Fig. 1: signal wires on met1
Bar = 20 um. Supply wires on this layer in grey.
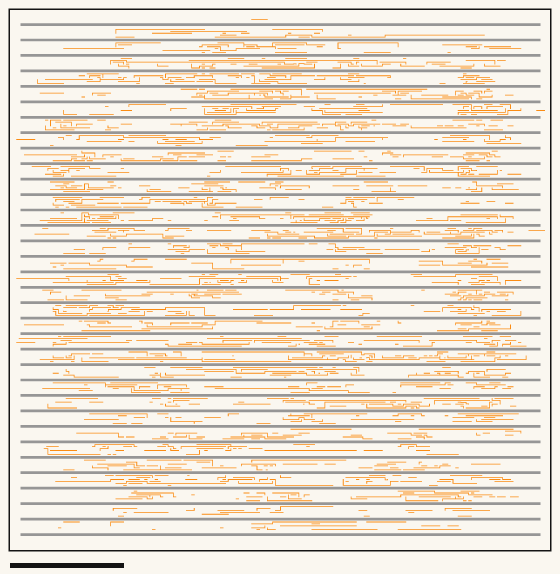
Fig. 2: the metal 2 layer
Bar = 20 um.
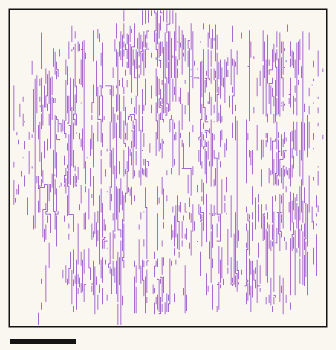
Fig. 3: the metal 3 layer
Cells faint in the background.
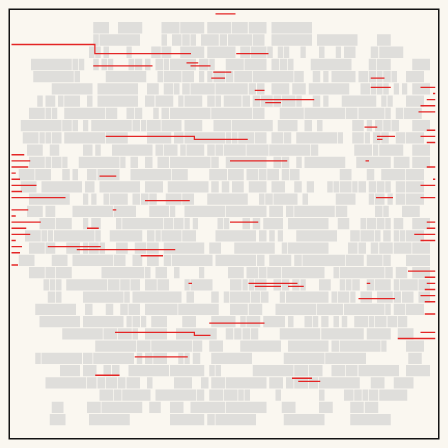
Fig. 4: clock distribution
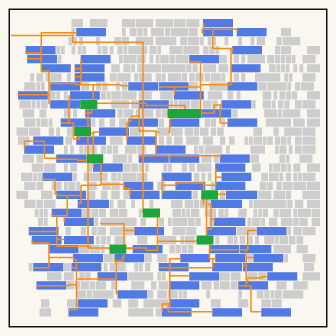
===== src/rtl/seg_display_ctrl_pkg.sv =====
// Shared constants, FSM encoding and BCD helper for the 7-segment display sequencer.
package seg_display_ctrl_pkg;

    localparam logic [7:0] SEG_BLANK  = 8'hFF;
    localparam int         SEG_DP_BIT = 0;

    typedef enum logic [1:0] {
        ST_IDLE = 2'd0,
        ST_CONV = 2'd1,
        ST_SHOW = 2'd2
    } state_e;

    // Double-dabble correction: a nibble that will reach >= 10 after the shift gets +3 first.
    function automatic logic [3:0] bcd_add3(input logic [3:0] nib);
        return (nib >= 4'd5) ? nib + 4'd3 : nib;
    endfunction

endpackage


===== src/rtl/seg_display_ctrl_if.sv =====
// Valid/ready input channel carrying the binary value and its decimal-point mask.
interface seg_display_ctrl_if #(
    parameter int NDIG = 4,
    parameter int W    = 14
);
    logic            in_valid;
    logic            in_ready;
    logic [W-1:0]    in_data;
    logic [NDIG-1:0] in_dp;

    modport master (output in_valid, output in_data, output in_dp, input  in_ready);
    modport slave  (input  in_valid, input  in_data, input  in_dp, output in_ready);
endinterface


===== src/rtl/seg_display_ctrl_bcd7seq.sv =====
// BCD to active-low 7-segment decoder; byte layout {a,b,c,d,e,f,g,dp}, dp returned unlit.
module bcd7seq
    import seg_display_ctrl_pkg::*;
(
    input  logic [3:0] bcd_i,
    input  logic       dec_i,   // 1 = show A-F for codes 10..15, 0 = blank them
    input  logic       off_i,
    output logic [7:0] seg_o
);

    logic [6:0] abcdefg;

    always_comb begin
        abcdefg = 7'h7F;
        unique case (bcd_i)
            4'h0: abcdefg = 7'b000_0001;
            4'h1: abcdefg = 7'b100_1111;
            4'h2: abcdefg = 7'b001_0010;
            4'h3: abcdefg = 7'b000_0110;
            4'h4: abcdefg = 7'b100_1100;
            4'h5: abcdefg = 7'b010_0100;
            4'h6: abcdefg = 7'b010_0000;
            4'h7: abcdefg = 7'b000_1111;
            4'h8: abcdefg = 7'b000_0000;
            4'h9: abcdefg = 7'b000_0100;
            4'hA: abcdefg = dec_i ? 7'b000_1000 : 7'h7F;
            4'hB: abcdefg = dec_i ? 7'b110_0000 : 7'h7F;
            4'hC: abcdefg = dec_i ? 7'b011_0001 : 7'h7F;
            4'hD: abcdefg = dec_i ? 7'b100_0010 : 7'h7F;
            4'hE: abcdefg = dec_i ? 7'b011_0000 : 7'h7F;
            4'hF: abcdefg = dec_i ? 7'b011_1000 : 7'h7F;
            default: abcdefg = 7'h7F;
        endcase
        seg_o = off_i ? SEG_BLANK : {abcdefg, 1'b1};
    end

endmodule


===== src/rtl/seg_display_ctrl_dd_step.sv =====
// One double-dabble iteration over NDIG BCD nibbles: add-3 correction, then shift in one binary bit.
module bcd_dd_step
    import seg_display_ctrl_pkg::*;
#(
    parameter int NDIG = 4
) (
    input  logic [4*NDIG-1:0] bcd_i,
    input  logic              bit_i,
    output logic [4*NDIG-1:0] bcd_o
);

    logic [4*NDIG-1:0] adj;

    always_comb begin
        adj = '0;
        for (int i = 0; i < NDIG; i++) begin
            adj[4*i +: 4] = bcd_add3(bcd_i[4*i +: 4]);
        end
        // The top bit falls off only for values that are flagged as overflow anyway.
        bcd_o = (adj << 1) | {{(4*NDIG-1){1'b0}}, bit_i};
    end

endmodule


===== src/rtl/seg_display_ctrl.sv =====
// NDIG-digit 7-segment sequencer: accepts a binary value, converts it to BCD one bit per clock
// and drives per-digit decoders with leading-zero blanking, decimal points, overflow and blink.
module seg_display_ctrl
    import seg_display_ctrl_pkg::*;
#(
    parameter int NDIG      = 4,
    parameter int W         = 14,
    parameter int BLINK_DIV = 24
) (
    input  logic                clk,
    input  logic                rst_n,
    seg_display_ctrl_if.slave   bus,
    input  logic                blank_lz,
    input  logic                blink_en,
    output logic                busy,
    output logic                ovf,
    output logic [8*NDIG-1:0]   seg
);

    localparam int           CW        = $clog2(W + 1);
    localparam logic [CW-1:0] LAST_STEP = CW'(W - 1);
    localparam logic [W-1:0]  MAX_VAL   = W'(10**NDIG - 1);

    state_e                 state_q;
    logic [W-1:0]           shift_q;
    logic [4*NDIG-1:0]      acc_q;
    logic [4*NDIG-1:0]      acc_d;
    logic [CW-1:0]          step_q;
    logic [NDIG-1:0]        dp_lat_q;
    logic                   ovf_next_q;
    logic [4*NDIG-1:0]      digits_q;
    logic [NDIG-1:0]        dp_q;
    logic                   ovf_q;
    logic                   disp_vld_q;
    logic                   in_ready_q;
    logic                   busy_q;
    logic [BLINK_DIV-1:0]   blink_q;
    logic                   accept;

    assign accept       = bus.in_valid && in_ready_q;
    assign bus.in_ready = in_ready_q;
    assign busy         = busy_q;
    assign ovf          = ovf_q;

    bcd_dd_step #(.NDIG(NDIG)) u_step (
        .bcd_i (acc_q),
        .bit_i (shift_q[W-1]),
        .bcd_o (acc_d)
    );

    // NOTE: state registers use non-blocking assignments so every flop samples pre-edge values.
    // NOTE: the digit/dp registers are reset too, so the display starts blank rather than undefined.
    always_ff @(posedge clk or negedge rst_n) begin
        if (!rst_n) begin
            state_q    <= ST_IDLE;
            shift_q    <= '0;
            acc_q      <= '0;
            step_q     <= '0;
            dp_lat_q   <= '0;
            ovf_next_q <= 1'b0;
            digits_q   <= '0;
            dp_q       <= '0;
            ovf_q      <= 1'b0;
            disp_vld_q <= 1'b0;
            in_ready_q <= 1'b1;
            busy_q     <= 1'b0;
            blink_q    <= '0;
        end else begin
            blink_q <= blink_q + 1'b1;
            unique case (state_q)
                ST_IDLE, ST_SHOW: begin
                    if (accept) begin
                        shift_q    <= bus.in_data;
                        acc_q      <= '0;
                        step_q     <= '0;
                        dp_lat_q   <= bus.in_dp;
                        ovf_next_q <= (bus.in_data > MAX_VAL);
                        state_q    <= ST_CONV;
                        in_ready_q <= 1'b0;
                        busy_q     <= 1'b1;
                    end
                end
                ST_CONV: begin
                    shift_q <= shift_q << 1;
                    acc_q   <= acc_d;
                    step_q  <= step_q + 1'b1;
                    // The last step's result goes straight to the display registers.
                    if (step_q == LAST_STEP) begin
                        digits_q   <= acc_d;
                        dp_q       <= dp_lat_q;
                        ovf_q      <= ovf_next_q;
                        disp_vld_q <= 1'b1;
                        state_q    <= ST_SHOW;
                        in_ready_q <= 1'b1;
                        busy_q     <= 1'b0;
                    end
                end
                default: begin
                    state_q    <= ST_IDLE;
                    in_ready_q <= 1'b1;
                    busy_q     <= 1'b0;
                end
            endcase
        end
    end

    logic [NDIG-1:0] off;

    // NOTE: blocking assignments here build a combinational ripple from the top digit down.
    always_comb begin
        logic lz_run;
        lz_run = 1'b1;
        off    = '0;
        for (int i = NDIG - 1; i >= 0; i--) begin
            lz_run = lz_run & (digits_q[4*i +: 4] == 4'd0);
            off[i] = !disp_vld_q | ovf_q | (blink_en & blink_q[BLINK_DIV-1])
                   | (blank_lz & (i != 0) & lz_run);
        end
    end

    for (genvar g = 0; g < NDIG; g++) begin : g_digit
        logic [7:0] dec_seg;
        logic [7:0] seg_byte;

        bcd7seq u_dec (
            .bcd_i (digits_q[4*g +: 4]),
            .dec_i (1'b0),
            .off_i (off[g]),
            .seg_o (dec_seg)
        );

        always_comb begin
            seg_byte = dec_seg;
            if (dp_q[g] && !off[g]) begin
                seg_byte[SEG_DP_BIT] = 1'b0;
            end
        end

        assign seg[8*g +: 8] = seg_byte;
    end

endmodule


===== src/flat_wrapper.sv =====
// flat-port wrapper written by rule: the top's interface ports become plain ports
module seg_display_ctrl_flat import seg_display_ctrl_pkg::*;
#(
    parameter int NDIG      = 4,
    parameter int W         = 14,
    parameter int BLINK_DIV = 24
)
  (clk, rst_n, blank_lz, blink_en, busy, ovf, seg, bus_in_valid, bus_in_data, bus_in_dp, bus_in_ready);
  seg_display_ctrl_if #(.NDIG(NDIG), .W(W)) bus_i ();
  input  logic clk;
  input  logic rst_n;
  input  logic blank_lz;
  input  logic blink_en;
  output logic busy;
  output logic ovf;
  output logic [8*NDIG-1:0] seg;
  input wire logic [$bits(bus_i.in_valid)-1:0] bus_in_valid;
  input wire logic [$bits(bus_i.in_data)-1:0] bus_in_data;
  input wire logic [$bits(bus_i.in_dp)-1:0] bus_in_dp;
  output wire logic [$bits(bus_i.in_ready)-1:0] bus_in_ready;
  assign bus_i.in_valid = bus_in_valid;
  assign bus_i.in_data = bus_in_data;
  assign bus_i.in_dp = bus_in_dp;
  assign bus_in_ready = bus_i.in_ready;
  seg_display_ctrl #(.NDIG(NDIG), .W(W), .BLINK_DIV(BLINK_DIV)) u_core (.clk(clk), .rst_n(rst_n), .bus(bus_i), .blank_lz(blank_lz), .blink_en(blink_en), .busy(busy), .ovf(ovf), .seg(seg));
endmodule

===== config.mk =====
export PLATFORM = sky130hd
export DESIGN_NAME = seg_display_ctrl_flat
export DESIGN_NICKNAME = d
export VERILOG_FILES = /design/src/rtl/seg_display_ctrl_pkg.sv /design/src/rtl/seg_display_ctrl_if.sv /design/src/rtl/seg_display_ctrl_bcd7seq.sv /design/src/rtl/seg_display_ctrl_dd_step.sv /design/src/rtl/seg_display_ctrl.sv /design/src/flat_wrapper.sv
export SDC_FILE = /design/constraint.sdc
export NUM_CORES = 1
export LEC_CHECK = 0
export CORE_MARGIN = 1.5
export CORE_UTILIZATION = 55
export CTS_CLUSTER_SIZE = 40
export DETAILED_ROUTE_END_ITERATION = 12
export GPL_ROUTABILITY_DRIVEN = 0
export PLACE_DENSITY_LB_ADDON = 0.15
export REMOVE_ABC_BUFFERS = 1
export SETUP_SLACK_MARGIN = 0.02
export SYNTH_ARGS = -nofsm -noshare
export SYNTH_HDL_FRONTEND = slang
export SYNTH_SLANG_ARGS = --single-unit

===== constraint.sdc =====
create_clock -name clk -period 1.8 [get_ports clk]
set_input_delay 0.18 -clock clk [delete_from_list [all_inputs] [get_ports clk]]
set_output_delay 0.18 -clock clk [all_outputs]
set_load 0.05 [all_outputs]

==> Slide: Implementation Results <==
Key Metrics from the Run

Synthesis
  – Syn avg cell area: 8.909 sq um
  – EDFF count, synth: 0
  – Post-synth ARST share: 100.0%
  – Yosys xor share: 5.075%
  – Post-synthesis cell area: 4659 sq um
  – Register bit count reported by yosys: 89
  – Synth cell types: 45
  – Dominant cell type by area after synthesis: dfrtp_1
  – Top cells by count: dfrtp_1 (88), nand2_1 (86), o21ai_0 (53)
  – Synth Area in Simple Gates: 22.88%
  – Cell area leaders: dfrtp_1 (47%), nand2_1 (6.9%), o21ai_0 (5.7%)
  – Yosys top cell by instances: dfrtp_1
  – Mux cell area share: 1.396%
  – Ys flop type: dfrtp_1
  – YS chip area: 4659 sq um
  – Aoi share: 15.71%
  – # Cells Yosys: 523
  – Synth warn: 0
  – Gate Count Post-Synth: 523
  – Synth Area in Adders: 2.954%
  – Post-synthesis sequential area ratio: 47.82%
  – Comb area leader: simple AND/OR/NAND/NOR gates
  – Top area contributor share: 47.26%

Run status
  – Failing checks: negative setup slack
  – Status: finished with violations

CTS
  – Max Root-Sink Buffers: 2
  – H-tree Lvls: 3
  – Num CTS Buffers: 9
  – Post-cts sizing count: 59
  – Post-CTS Setup Inserts: 2
  – CTS root buffer: clkbuf_8
  – CTS tree: built
  – Worst-path clk slew: 0.10 ns
  – Sinks on Clock Net: 89

Layout
  – Synthesis-to-finish area growth: 30.40%
  – Diodes inserted: 0
  – Fill cell count: 580
  – Non-clk buf share: 15.55%
  – Post-route insts no fill: 706
  – Final instance area: 6076 sq um
  – Max FFs per register: 24
  – Post-layout util: 73.95%
  – Largest registers: u_core.blink_q x24, u_core.acc_q x16, u_core.digits_q x16
  – Seq Cell Count: 89
  – Top reg by flops: u_core.blink_q
  – Bufs w/o clock: 91
  – Comb gate area: 2482 sq um
  – Most frequent logic cell in the layout: dfrtp_1
  – Share of cells above drive strength 1: 22.96%
  – Final nets: 630
  – Combinational share of cell area: 40.86%
  – Most instantiated logic cells after routing: dfrtp_1 (84), nand2_1 (79), o21ai_0 (48)
  – Clock-cell share of area: 3.439%
  – Fraction of area in registers: 36.76%
  – Flop area: 2233 sq um
  – Multi-input gates: 385
  – Inverters: 20
  – Largest area class, layout: multi-input combinational cells
  – Clkbuf count: 9

Drt
  – Metal3 WL: 423 um
  – Drt via density: 5.704
  – Number of DRC markers in iteration 0: 205
  – Metal2 WL: 4934 um
  – Post-route antenna net violation count: 0
  – DR DRC count: 0
  – Wire length on met1: 4726 um
  – First-pass DRT Iterations: 4
  – Top Metal Used: met4
  – Routed length per instance: 14.54 um

Power and ir drop
  – Internal power: 6.608 mW
  – Largest power group: combinational cells
  – Total Power: 13.00 mW
  – Combinational power: 8.30 mW
  – Switching part of the total power: 49.18%
  – Sw power: 6.395 mW
  – PD cells: 2140 nW/um^2
  – Sequential Power Share: 25.3%
  – P_seq: 3.29 mW
  – Leak Pwr: 2.690 nW
  – Comb power frac: 63.8%

Setup path
  – Reg-to-reg critical path startpoint: u_core.blink_q[0]
  – Critical path class: register to output port
  – Crit path launch type: register
  – Critical-path maximum fanout: 7
  – Critical Path AT: 1.77 ns
  – Stages on worst setup path: 4
  – Crit-path cells: a211o_4 -> a31oi_4 -> o2111ai_2 -> buf_6
  – Critical Path RT: 1.62 ns
  – Worst R2R Setup Slack: 0.13 ns
  – FF-to-FF End: u_core.blink_q[18]
  – Crit-path leading delay family: AND-OR/OR-AND gates
  – CP Buf/Inv Count: 1
  – Slowest stage delay, CP: 0.43 ns
  – Crit path to: seg[10]
  – Worst r2r path cells: 5
  – CP startpoint: u_core.ovf
  – Setup crit end kind: output port
  – Slowest CP cell: dfrtp_1

Timing
  – Cycle use final: 108.3%
  – Setup TNS: -2.273 ns
  – Relative slew slack: 66.29%
  – Final setup fails: 25
  – Final WS setup: -0.1497 ns
  – Fmax: 512.9 MHz
  – WHS: 0.3155 ns
  – Tmin final: 1.950 ns
  – Max-slew violations: 0
  – Final Hold Violation Tally: 0
  – Least-Margin Pin Slew: 0.5041 ns
  – RSZ-0062 raised after global routing: yes

Global routing
  – Vias in the first global route: 3,628
  – Grt peak-use layer: met2
  – Tot GR Track Use: 23.70%
  – Total grt overflow: 0
  – Largest net degree at the start of global routing: 38
  – Initial antenna violation count: 0
  – First-pass GRT wire length: 16,660 um

Die
  – Die span in y: 95.04 um
  – Fp util: 56.71%
  – Die Footprint: 9033 sq um
  – Die Wd: 95.04 um
  – Num ports: 58
  – Num rows: 33
  – Core area: 8217 sq um

Min path
  – Hold Path Class: primary input to async pin

Run
  – Tool Warnings: 32
  – Max cap viols: 0

Placement
  – Dpl ws: -0.05450 ns
  – Placed cell areas: 5378 sq um
  – IO Port Bufs: 57
  – HPWL after DPL: 6864 um
-- Fig. 1 (at the start) --
- nets with wire on the layer: 554
- share of all routed wire: 46%
- wire length on this layer: 4,730 um
- main direction: horizontal
met1 Track Usage GR: 32.30%
routed wire length: 10,260 um
via count: 4,027

-- Fig. 2 (at the start) --
- share of all routed wire: 48%
- longest straight run: 46.2 um
- main direction: vertical
- nets with wire on the layer: 520
met2 Track Usage GR: 38.27%

-- Fig. 3 (at the start) --
- longest straight run: 21.6 um
- main direction: horizontal
- share of all routed wire: 4.1%
- wire length on this layer: 424 um
- nets with wire on the layer: 71
met3 Use GR: 4.306%

-- Fig. 4 (at the start) --
- clock-net drivers: green (count 9)
- clock wires: orange (length 963 um)
- flip-flops: blue (count 89)
- routed clock nets: 10
Clk power: 1.42 mW
clk latency late pin: 0.35 ns
Clock power frac: 10.9%
Setup Skew: 0.01160 ns

Power is estimated from default activity; no workload was simulated.
